Run 1, PDN straps and rails:
Scale: 4 px per um. Pins as bars on the die edge. Tap cells in gray.
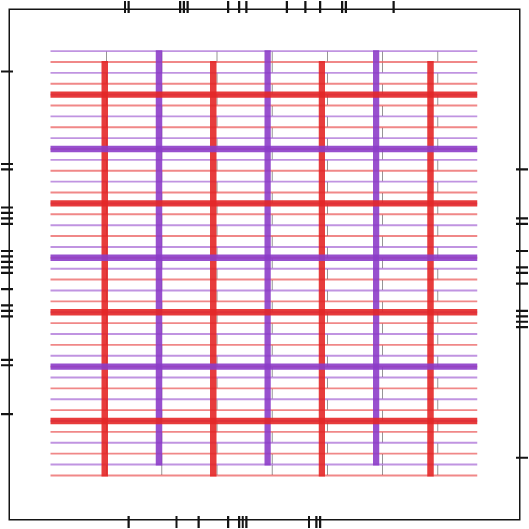
Run 1, placement by cell class:
Scale: 4 px per um. Fill, decap, tap and diode cells in gray.
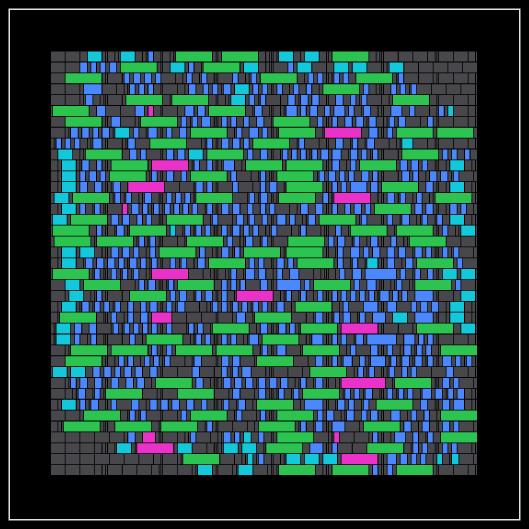
Run 1, clock distribution:
Scale: 3 px per um.
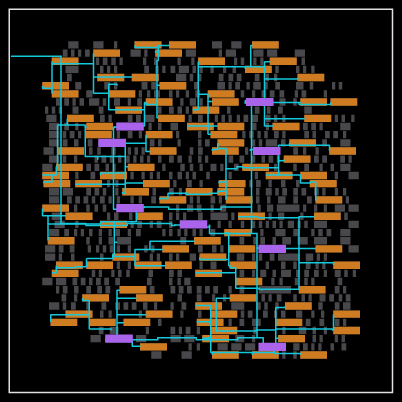
**config.mk**
```make
export PLATFORM = sky130hd
export DESIGN_NAME = matriz_scan_flat
export DESIGN_NICKNAME = d
export VERILOG_FILES = /design/src/rtl/matriz_scan_pkg.sv /design/src/rtl/matriz_scan_if.sv /design/src/rtl/matriz_scan_prescaler.sv /design/src/rtl/matriz_scan.sv /design/src/flat_wrapper.sv
export SDC_FILE = /design/constraint.sdc
export NUM_CORES = 1
export LEC_CHECK = 0
export ABC_AREA = 1
export CAP_MARGIN = 20
export CELL_PAD_IN_SITES_DETAIL_PLACEMENT = 1
export CELL_PAD_IN_SITES_GLOBAL_PLACEMENT = 1
export CORE_MARGIN = 10
export CORE_UTILIZATION = 45
export CTS_CLUSTER_SIZE = 12
export DETAILED_ROUTE_END_ITERATION = 7
export PLACE_DENSITY = 0.83
export RECOVER_POWER = 100
export SETUP_SLACK_MARGIN = 0.3
export SYNTH_ARGS = -nofsm -noshare
export SYNTH_HDL_FRONTEND = slang
export SYNTH_SLANG_ARGS = --single-unit
```
**constraint.sdc**
```tcl
create_clock -name clk -period 3.5 [get_ports clk]
set_input_delay 0.35 -clock clk [delete_from_list [all_inputs] [get_ports clk]]
set_output_delay 0.35 -clock clk [all_outputs]
set_load 0.02 [all_outputs]
```
**src/rtl/matriz_scan_pkg.sv**
```systemverilog
// matriz_scan_pkg -- shared types and default constants for the LED matrix
// column scanner.
//   state_t      : scanner FSM states; BLANK only exists when
//                  MATRIZ_SCAN_BLANK_EN is defined
//   DEF_*        : default values for the matriz_scan parameters
//   cnt_w()      : counter width able to hold 0..m-1 (at least 1 bit)
package matriz_scan_pkg;

  localparam int DEF_NUM_COLS     = 5;
  localparam int DEF_NUM_ROWS     = 7;
  localparam int DEF_PRESCALE     = 50000;
  localparam int DEF_BLANK_CYCLES = 8;

`ifdef MATRIZ_SCAN_BLANK_EN
  typedef enum logic [1:0] {IDLE = 2'd0, SHOW = 2'd1, BLANK = 2'd2} state_t;
`else
  typedef enum logic [1:0] {IDLE = 2'd0, SHOW = 2'd1} state_t;
`endif

  function automatic int cnt_w(input int m);
    return (m > 1) ? $clog2(m) : 1;
  endfunction

endpackage

```
**src/rtl/matriz_scan_if.sv**
```systemverilog
// matriz_scan_if -- frame load / display drive bundle of the matrix scanner.
//   en, load, frame_data           : driven by the master (system side)
//   col, row, col_idx, frame_done  : driven by the slave (scanner)
// Modports: master (system / testbench), slave (matriz_scan).
interface matriz_scan_if import matriz_scan_pkg::*; #(
  parameter int NUM_COLS = DEF_NUM_COLS,
  parameter int NUM_ROWS = DEF_NUM_ROWS
);
  localparam int IW = $clog2(NUM_COLS);

  logic                         en;
  logic                         load;
  logic [NUM_COLS*NUM_ROWS-1:0] frame_data;
  logic [NUM_COLS-1:0]          col;
  logic [NUM_ROWS-1:0]          row;
  logic [IW-1:0]                col_idx;
  logic                         frame_done;

  modport master (output en, load, frame_data,
                  input  col, row, col_idx, frame_done);
  modport slave  (input  en, load, frame_data,
                  output col, row, col_idx, frame_done);
endinterface

```
**src/rtl/matriz_scan_prescaler.sv**
```systemverilog
// scan_prescaler -- modulo-MOD counter with synchronous clear and count
// enable.
//   clk, rstn : clock, async active-low reset
//   clr       : force count to 0 (wins over en)
//   en        : advance count, wrapping MOD-1 -> 0
//   tc        : count is at MOD-1 (not gated by en; the user qualifies it)
module scan_prescaler import matriz_scan_pkg::*; #(
  parameter int MOD = 4
) (
  input  logic clk,
  input  logic rstn,
  input  logic clr,
  input  logic en,
  output logic tc
);
  localparam int            W    = cnt_w(MOD);
  localparam logic [W-1:0]  LAST = W'(MOD - 1);

  logic [W-1:0] cnt;

  assign tc = (cnt == LAST);

  always_ff @(posedge clk or negedge rstn) begin
    if (!rstn)     cnt <= '0;
    else if (clr)  cnt <= '0;
    else if (en)   cnt <= tc ? '0 : cnt + 1'b1;
  end
endmodule

```
**src/rtl/matriz_scan.sv**
```systemverilog
// matriz_scan -- multiplexed LED matrix column scanner with double-buffered
// frame memory.
//   clk, rstn : clock, async active-low reset
//   bus       : matriz_scan_if.slave
//     en         scan enable; low -> dark and idle
//     load       one-cycle strobe capturing frame_data into the shadow buffer
//     frame_data bitmap, column c at [c*NUM_ROWS +: NUM_ROWS]
//     col        one-hot column drive (registered)
//     row        row drive of the lit column (registered)
//     col_idx    current column index
//     frame_done one-cycle pulse on the first cycle of each new frame
// Optional feature: define MATRIZ_SCAN_BLANK_EN to insert BLANK_CYCLES dark
// cycles after every column (ghosting suppression). Without it BLANK_CYCLES
// is ignored and columns switch back-to-back.
module matriz_scan import matriz_scan_pkg::*; #(
  parameter int NUM_COLS     = DEF_NUM_COLS,
  parameter int NUM_ROWS     = DEF_NUM_ROWS,
  parameter int PRESCALE     = DEF_PRESCALE,
  parameter int BLANK_CYCLES = DEF_BLANK_CYCLES
) (
  input  logic          clk,
  input  logic          rstn,
  matriz_scan_if.slave  bus
);
  localparam int            IW       = $clog2(NUM_COLS);
  localparam int            FW       = NUM_COLS * NUM_ROWS;
  localparam logic [IW-1:0] LAST_COL = IW'(NUM_COLS - 1);

  state_t              state, nxt_state;
  logic [IW-1:0]       idx, nxt_idx;
  logic [FW-1:0]       active, nxt_active;
  logic [FW-1:0]       shadow, nxt_shadow;
  logic                pend, nxt_pend;
  logic [NUM_COLS-1:0] col_q, nxt_col;
  logic [NUM_ROWS-1:0] row_q, nxt_row;
  logic                done_q;
  logic                adv, wrap, swap;
  logic                pre_tc;

  // Column dwell counter; held at 0 outside SHOW so every column starts fresh.
  scan_prescaler #(.MOD(PRESCALE)) u_pre (
    .clk  (clk),
    .rstn (rstn),
    .clr  (!bus.en || state != SHOW),
    .en   (state == SHOW),
    .tc   (pre_tc)
  );

`ifdef MATRIZ_SCAN_BLANK_EN
  logic blk_tc;

  scan_prescaler #(.MOD(BLANK_CYCLES)) u_blk (
    .clk  (clk),
    .rstn (rstn),
    .clr  (!bus.en || state != BLANK),
    .en   (state == BLANK),
    .tc   (blk_tc)
  );
`endif

  always_comb begin
    nxt_state = state;
    nxt_idx   = idx;
    adv       = 1'b0;
    case (state)
      IDLE: if (bus.en) begin
        nxt_state = SHOW;
        nxt_idx   = '0;
      end
      SHOW: if (pre_tc) begin
`ifdef MATRIZ_SCAN_BLANK_EN
        nxt_state = BLANK;
`else
        adv = 1'b1;
`endif
      end
`ifdef MATRIZ_SCAN_BLANK_EN
      BLANK: if (blk_tc) begin
        nxt_state = SHOW;
        adv       = 1'b1;
      end
`endif
      default: nxt_state = IDLE;
    endcase

    wrap = adv && (idx == LAST_COL);
    if (adv) nxt_idx = wrap ? '0 : idx + 1'b1;

    // Disable overrides everything and suppresses the wrap pulse.
    if (!bus.en) begin
      nxt_state = IDLE;
      nxt_idx   = '0;
      wrap      = 1'b0;
    end

    // Buffer swap only at frame boundaries (or while not scanning) so a
    // frame is never torn. A load landing on the swap bypasses the shadow.
    swap       = wrap || (state == IDLE) || !bus.en;
    nxt_shadow = bus.load ? bus.frame_data : shadow;
    nxt_active = active;
    nxt_pend   = pend;
    if (swap) begin
      if (bus.load)  nxt_active = bus.frame_data;
      else if (pend) nxt_active = shadow;
      nxt_pend = 1'b0;
    end else if (bus.load) begin
      nxt_pend = 1'b1;
    end

    // Outputs are registered from next-state values so they line up with
    // the state register.
    nxt_col = '0;
    nxt_row = '0;
    if (nxt_state == SHOW) begin
      nxt_col = NUM_COLS'(1) << nxt_idx;
      nxt_row = nxt_active[nxt_idx*NUM_ROWS +: NUM_ROWS];
    end
  end

  always_ff @(posedge clk or negedge rstn) begin
    if (!rstn) begin
      state  <= IDLE;
      idx    <= '0;
      active <= '0;
      shadow <= '0;
      pend   <= 1'b0;
      col_q  <= '0;
      row_q  <= '0;
      done_q <= 1'b0;
    end else begin
      state  <= nxt_state;
      idx    <= nxt_idx;
      active <= nxt_active;
      shadow <= nxt_shadow;
      pend   <= nxt_pend;
      col_q  <= nxt_col;
      row_q  <= nxt_row;
      done_q <= wrap;
    end
  end

  assign bus.col        = col_q;
  assign bus.row        = row_q;
  assign bus.col_idx    = idx;
  assign bus.frame_done = done_q;
endmodule
```
**src/flat_wrapper.sv**
```systemverilog
// flat-port wrapper written by rule: the top's interface ports become plain ports
module matriz_scan_flat import matriz_scan_pkg::*;
#(
  parameter int NUM_COLS     = DEF_NUM_COLS,
  parameter int NUM_ROWS     = DEF_NUM_ROWS,
  parameter int PRESCALE     = DEF_PRESCALE,
  parameter int BLANK_CYCLES = DEF_BLANK_CYCLES
)
  (clk, rstn, bus_en, bus_load, bus_frame_data, bus_col, bus_row, bus_col_idx, bus_frame_done);
  matriz_scan_if #(.NUM_COLS(NUM_COLS), .NUM_ROWS(NUM_ROWS)) bus_i ();
  input  logic clk;
  input  logic rstn;
  input wire logic [$bits(bus_i.en)-1:0] bus_en;
  input wire logic [$bits(bus_i.load)-1:0] bus_load;
  input wire logic [$bits(bus_i.frame_data)-1:0] bus_frame_data;
  output wire logic [$bits(bus_i.col)-1:0] bus_col;
  output wire logic [$bits(bus_i.row)-1:0] bus_row;
  output wire logic [$bits(bus_i.col_idx)-1:0] bus_col_idx;
  output wire logic [$bits(bus_i.frame_done)-1:0] bus_frame_done;
  assign bus_i.en = bus_en;
  assign bus_i.load = bus_load;
  assign bus_i.frame_data = bus_frame_data;
  assign bus_col = bus_i.col;
  assign bus_row = bus_i.row;
  assign bus_col_idx = bus_i.col_idx;
  assign bus_frame_done = bus_i.frame_done;
  matriz_scan #(.NUM_COLS(NUM_COLS), .NUM_ROWS(NUM_ROWS), .PRESCALE(PRESCALE), .BLANK_CYCLES(BLANK_CYCLES)) u_core (.clk(clk), .rstn(rstn), .bus(bus_i));
endmodule
```
==> impl.org, run 1 <==
* Flow results

** Clock tree
- Clock input transition at the sequential cells of the worst setup and hold paths :: 70 ps
- Resize count post-CTS :: 0
- The tree built by TritonCTS fans out to 105 sinks.
- Buffers inserted during clock tree synthesis total 9.

** GRT
- Number of antenna violations at the first check in global routing :: 0
- Met3 Usage GRT :: 4.549%
- First-pass GRT wire length :: 23.43 mm
- For this run the aggregate overflow at the end of global routing stands at 0.
- Overall Global Routing Usage :: 17.76%

** Route
- Per the detail_route log, met2 wirelength is 6.739 mm.
- In the log, the iteration count for the first detailed-route pass is 4.
- Using the TritonRoute via totals, the vias-per-cell ratio works out to 5.227.
- Across all layers, the routed design uses 4,417 vias.
- After detailed routing, the total wire length is 13.99 mm.
- The violation tally recorded at the end of detailed-routing iteration 0 is 232.

** Min path
- In this run the worst hold path is classified as primary input to asynchronous set/reset pin.

** Layout
- Multi-input combinational gate total :: 431
- Largest cell class :: sequential cells
- Measured on the final layout, the clock distribution area share stands at 4.790%.
- Leading registers by flop count :: u_core.active (35), u_core.shadow (35), u_core.u_pre.cnt (16)
- Leaving out buffers and inverters, the combinational logic in the layout accounts for 2037 um^2.
- Flop count :: 105
- Per the run report, area growth between synthesis and finish was 16.61%.
- Buffer count excluding the clock tree in the final layout :: 60
- Logic share of the area :: 33.75%

** Status
- The flow ran to the end, and the final reports show no timing, DRC or antenna violations.

** Power
- Power in combinational cells :: 0.393 mW
- Clock power share :: 36.6%
- Total power :: 2.776 mW
- Static leakage :: 3.016 nW

** Setup path
- The most critical setup path has its startpoint at bus_load.
- Per the STA report, the cell with the highest stage delay on the worst path is sky130_fd_sc_hd__clkbuf_1.
- Critical path depth in cells :: 8
- Along the worst path, the maximum fanout reaches 56.
- On the critical path the largest part of the delay comes from buffers and inverters.
- Worst-case reg-to-reg path depth :: 13

** Synth
- Counting distinct cell types in the post-synthesis netlist gives 40.
- Among all flip-flop cells after synthesis, the most frequent one is sky130_fd_sc_hd__dfrtp_1.
- Warning count from the yosys run :: 0
- Area fraction in full adders, half adders and majority gates :: 0.7253%
- In the synthesis report, Yosys lists the chip area as 5175 um^2.

** Place
- As logged by OpenROAD, the buffers inserted on ports number 54.
- Logged for this run, the post-placement worst setup slack is 967.4 ps.
- According to the dpl log, the detail-placed design has an HPWL of 10.00 mm.

** Timing
- Counting pins that exceed their max-slew limit in the final report gives 0.
- Achievable Freq :: 356.4 MHz
- Across the routed clock network, the largest skew measured is 11.08 ps.

** Job
- Total number of warnings across the stage logs :: 27

** Die
- N_taps :: 143
- Die area :: 16,190 um^2
-- 'PDN straps and rails' (at the start) --
legend:
  red:
    net: VSS
  purple:
    net: VDD
met4 straps: 7
rows: 39
signal pins: 55
met5 straps: 7
tap cells: 143

-- 'placement by cell class' (at the start) --
legend:
  blue:
    class: all other logic
    cells: 522
  magenta:
    class: clock drivers and dummy loads
    cells: 15
  cyan:
    class: other buffers and delay cells
    cells: 60
  green:
    class: flops
    cells: 105
placeable core area: 11,320 um^2
final core occ: 53.30%
final instance area: 6035 um^2
standard-cell rows: 39
sequential cell area share: 43.54%

-- 'clock distribution' (at the start) --
legend:
  cyan:
    item: clock wires
    length: 1,410 um
  purple:
    item: cells driving clock nets
    count: 9
  orange:
    item: flip-flops
    count: 105
flops lie: all over the die

[run 1: synth_stat cells (4+ instances only)]
cell type and number:
sky130_fd_sc_hd__a21oi_1 29, sky130_fd_sc_hd__a31oi_1 6, sky130_fd_sc_hd__buf_2 9, sky130_fd_sc_hd__clkbuf_1 13, sky130_fd_sc_hd__dfrtp_1 105, sky130_fd_sc_hd__inv_1 87, sky130_fd_sc_hd__nand2_1 179, sky130_fd_sc_hd__nand2_2 4
sky130_fd_sc_hd__nand3_1 45, sky130_fd_sc_hd__nor2_1 36, sky130_fd_sc_hd__nor2_2 6, sky130_fd_sc_hd__nor3_1 8, sky130_fd_sc_hd__o21ai_0 76, sky130_fd_sc_hd__o21ai_1 5, sky130_fd_sc_hd__or2_2 4
Run 1, track usage over the die:
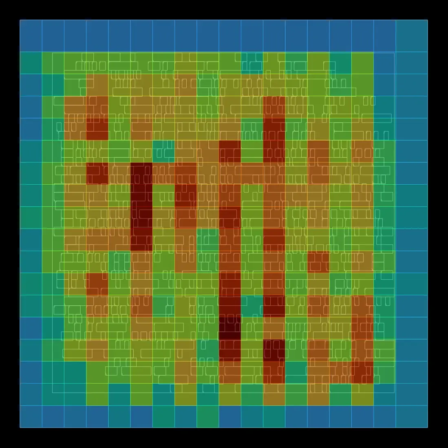

## Run 2: what changed since run 1
- CORE_UTILIZATION: 45 -> 42
- PLACE_DENSITY: 0.83 -> 0.79
- clock period: 3.5 -> 2.7 ns (I/O delays scaled with it)
Run 2, track usage over the die:
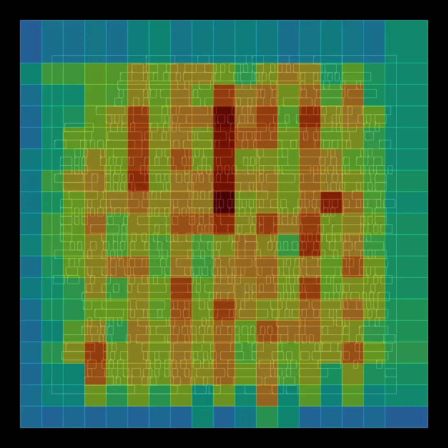
global-route track usage on met1: 21.89%
GR peak layer: met2
fraction of met2 tracks used by global routing: 29.07%
met3 Usage GRT: 4.956%

Run 2, PDN straps and rails:
Scale: 4 px per um. Pins as bars on the die edge. Tap cells in gray.
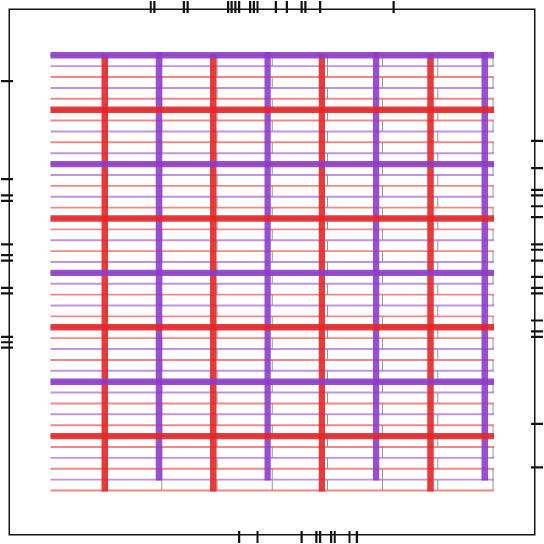
legend:
  purple:
    net: VDD
  red:
    net: VSS
rows: 40
signal pins: 55
met5 straps: 8
met4 straps: 8
tap cells: 168
placeable core area: 12,060 um^2
maximum VDD drop: 312.4 uV
horizontal die dimension: 131 um

Run 2, placement by cell class:
Scale: 4 px per um. Fill, decap, tap and diode cells in gray.
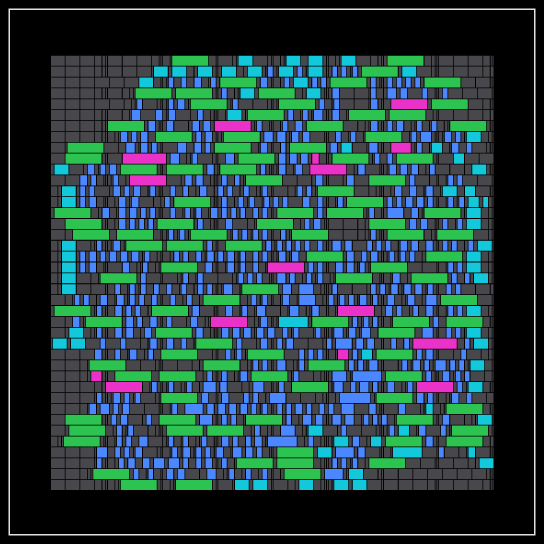
legend:
  cyan:
    class: other buffers and delay cells
    cells: 66
  green:
    class: flops
    cells: 105
  blue:
    class: all other logic
    cells: 523
  magenta:
    class: clock drivers and dummy loads
    cells: 15
standard-cell rows: 40
final core occ: 51.50%
sequential cell area share: 42.30%

==> run 2 against run 1 <==
Effect of this change: count of clock-buffer cells in the layout shrank 3; synthesized cell count unchanged; clock skew decreased by 2.9 ps; core utilization is 1.8 points lower; clock power rose by about 40%; worst hold slack improved by 120 ps; critical path depth grew 4; sequential share of layout area fell by 1.2 points; highest routed layer unchanged; critical path type is now flop to flop; sequential power grew 29%.
==> impl.org, run 2 <==
* Flow results

** Route
- The via density per instance is 5.105 (was 5.227).
- Total length of routed met2 wires :: 6.890 mm (was 6.739 mm)
- Highest metal layer with signal wires :: met4 (unchanged)
- The routed metal-1 wire length came to 6.566 mm (was 6.359 mm).
- The final wirelength is 14.22 mm (was 13.99 mm).

** GRT
- GRT overflow :: 0 (unchanged)
- The total routing usage reported by global routing came to 17.52% (was 17.76%).
- First-pass GRT wire length :: 23.97 mm (was 23.43 mm)
- Number of antenna violations at the first check in global routing :: 0 (unchanged)

** Timing
- In this build the clock could be raised as far as 441.5 MHz.
- The max-slew violation total from the final report was 0 (unchanged).
- Final clock skew :: 8.233 ps (was 11.08 ps)

** Layout
- Buffer count excluding the clock tree in the final layout :: 66 (was 60)
- Flop count :: 105 (unchanged)
- Logic share of the area :: 33.31% (was 33.75%)
- Final instance area :: 6212 um^2 (was 6035 um^2)
- The biggest cell category by area in the final layout was sequential cells (unchanged).
- Leading registers by flop count :: u_core.active (35), u_core.shadow (35), u_core.u_pre.cnt (16) (unchanged)

** Synth
- The yosys synthesis warning count came to 0 (unchanged).
- Top flip-flop cell by instance count after synthesis :: sky130_fd_sc_hd__dfrtp_1 (unchanged)
- Synthesized net count :: 696 (unchanged)
- The most used standard cell by instance count after synthesis was sky130_fd_sc_hd__nand2_1 (unchanged).
- Commonest cells in the netlist :: sky130_fd_sc_hd__nand2_1, sky130_fd_sc_hd__dfrtp_1, sky130_fd_sc_hd__inv_1 (unchanged)
- The number of distinct library cell variants in the gate-level netlist after synthesis came to 40 (unchanged).
- The area figure in the yosys stat output is 5175 um^2 (unchanged).

** Clock tree
- Total clock buffers created by CTS :: 9 (unchanged)
- The count of cells resized by post-cts repair was 0 (unchanged).
- Clock tree sinks :: 105 (unchanged)
- The clock edge transition at the registers on the reported setup and hold paths is 70 ps (about the same).

** Place
- Worst slack at placement :: 353.4 ps (was 967.4 ps)
- Tally of buffers added on design ports :: 54 (unchanged)
- Half-perimeter wire length of the detailed placement result :: 10.41 mm (was 10.00 mm)

** Setup path
- The number of cells traversed by the worst register-to-register path came to 12 (was 13).
- The highest-delay cell along the critical path was sky130_fd_sc_hd__dfrtp_1 (was sky130_fd_sc_hd__clkbuf_1).
- The largest fanout on the critical path was 22 (was 56).

** Min path
- The type of the tightest min-delay check is flop to flop (was primary input to asynchronous set/reset pin).
- The worst hold path begins at u_core.u_pre.cnt[0].

** Die
- N_taps :: 168 (was 143)
- Die area :: 17,160 um^2 (was 16,190 um^2)

** Status
- Outcome :: complete, no violations (unchanged)

** Power
- The leakage power figure was 3.080 nW (was 3.016 nW).
-- run 2: worst max path at each step --
stage / start / end / slack, ps / cells past startpoint
after detailed placement: u_core.u_pre.cnt[0] / u_core.bus.row[4] / 350 / 12
final: u_core.u_pre.cnt[0] / u_core.bus.row[4] / 430 / 12
after global routing: u_core.u_pre.cnt[0] / u_core.bus.row[1] / 200 / 9
after floorplan: u_core.bus.col_idx[0] / u_core.bus.row[6] / 900 / 12
after CTS: u_core.u_pre.cnt[0] / u_core.bus.row[4] / 320 / 12
after global placement: u_core.u_pre.cnt[0] / u_core.bus.row[4] / 410 / 12
-- run 2: power breakdown --
part           total, mW  switching (mW)  internal (mW)
sequential          1.77          0.0627           1.71
combinational      0.534           0.338          0.196
clock               1.43           0.596          0.832
Power is estimated from default activity; no workload was simulated.
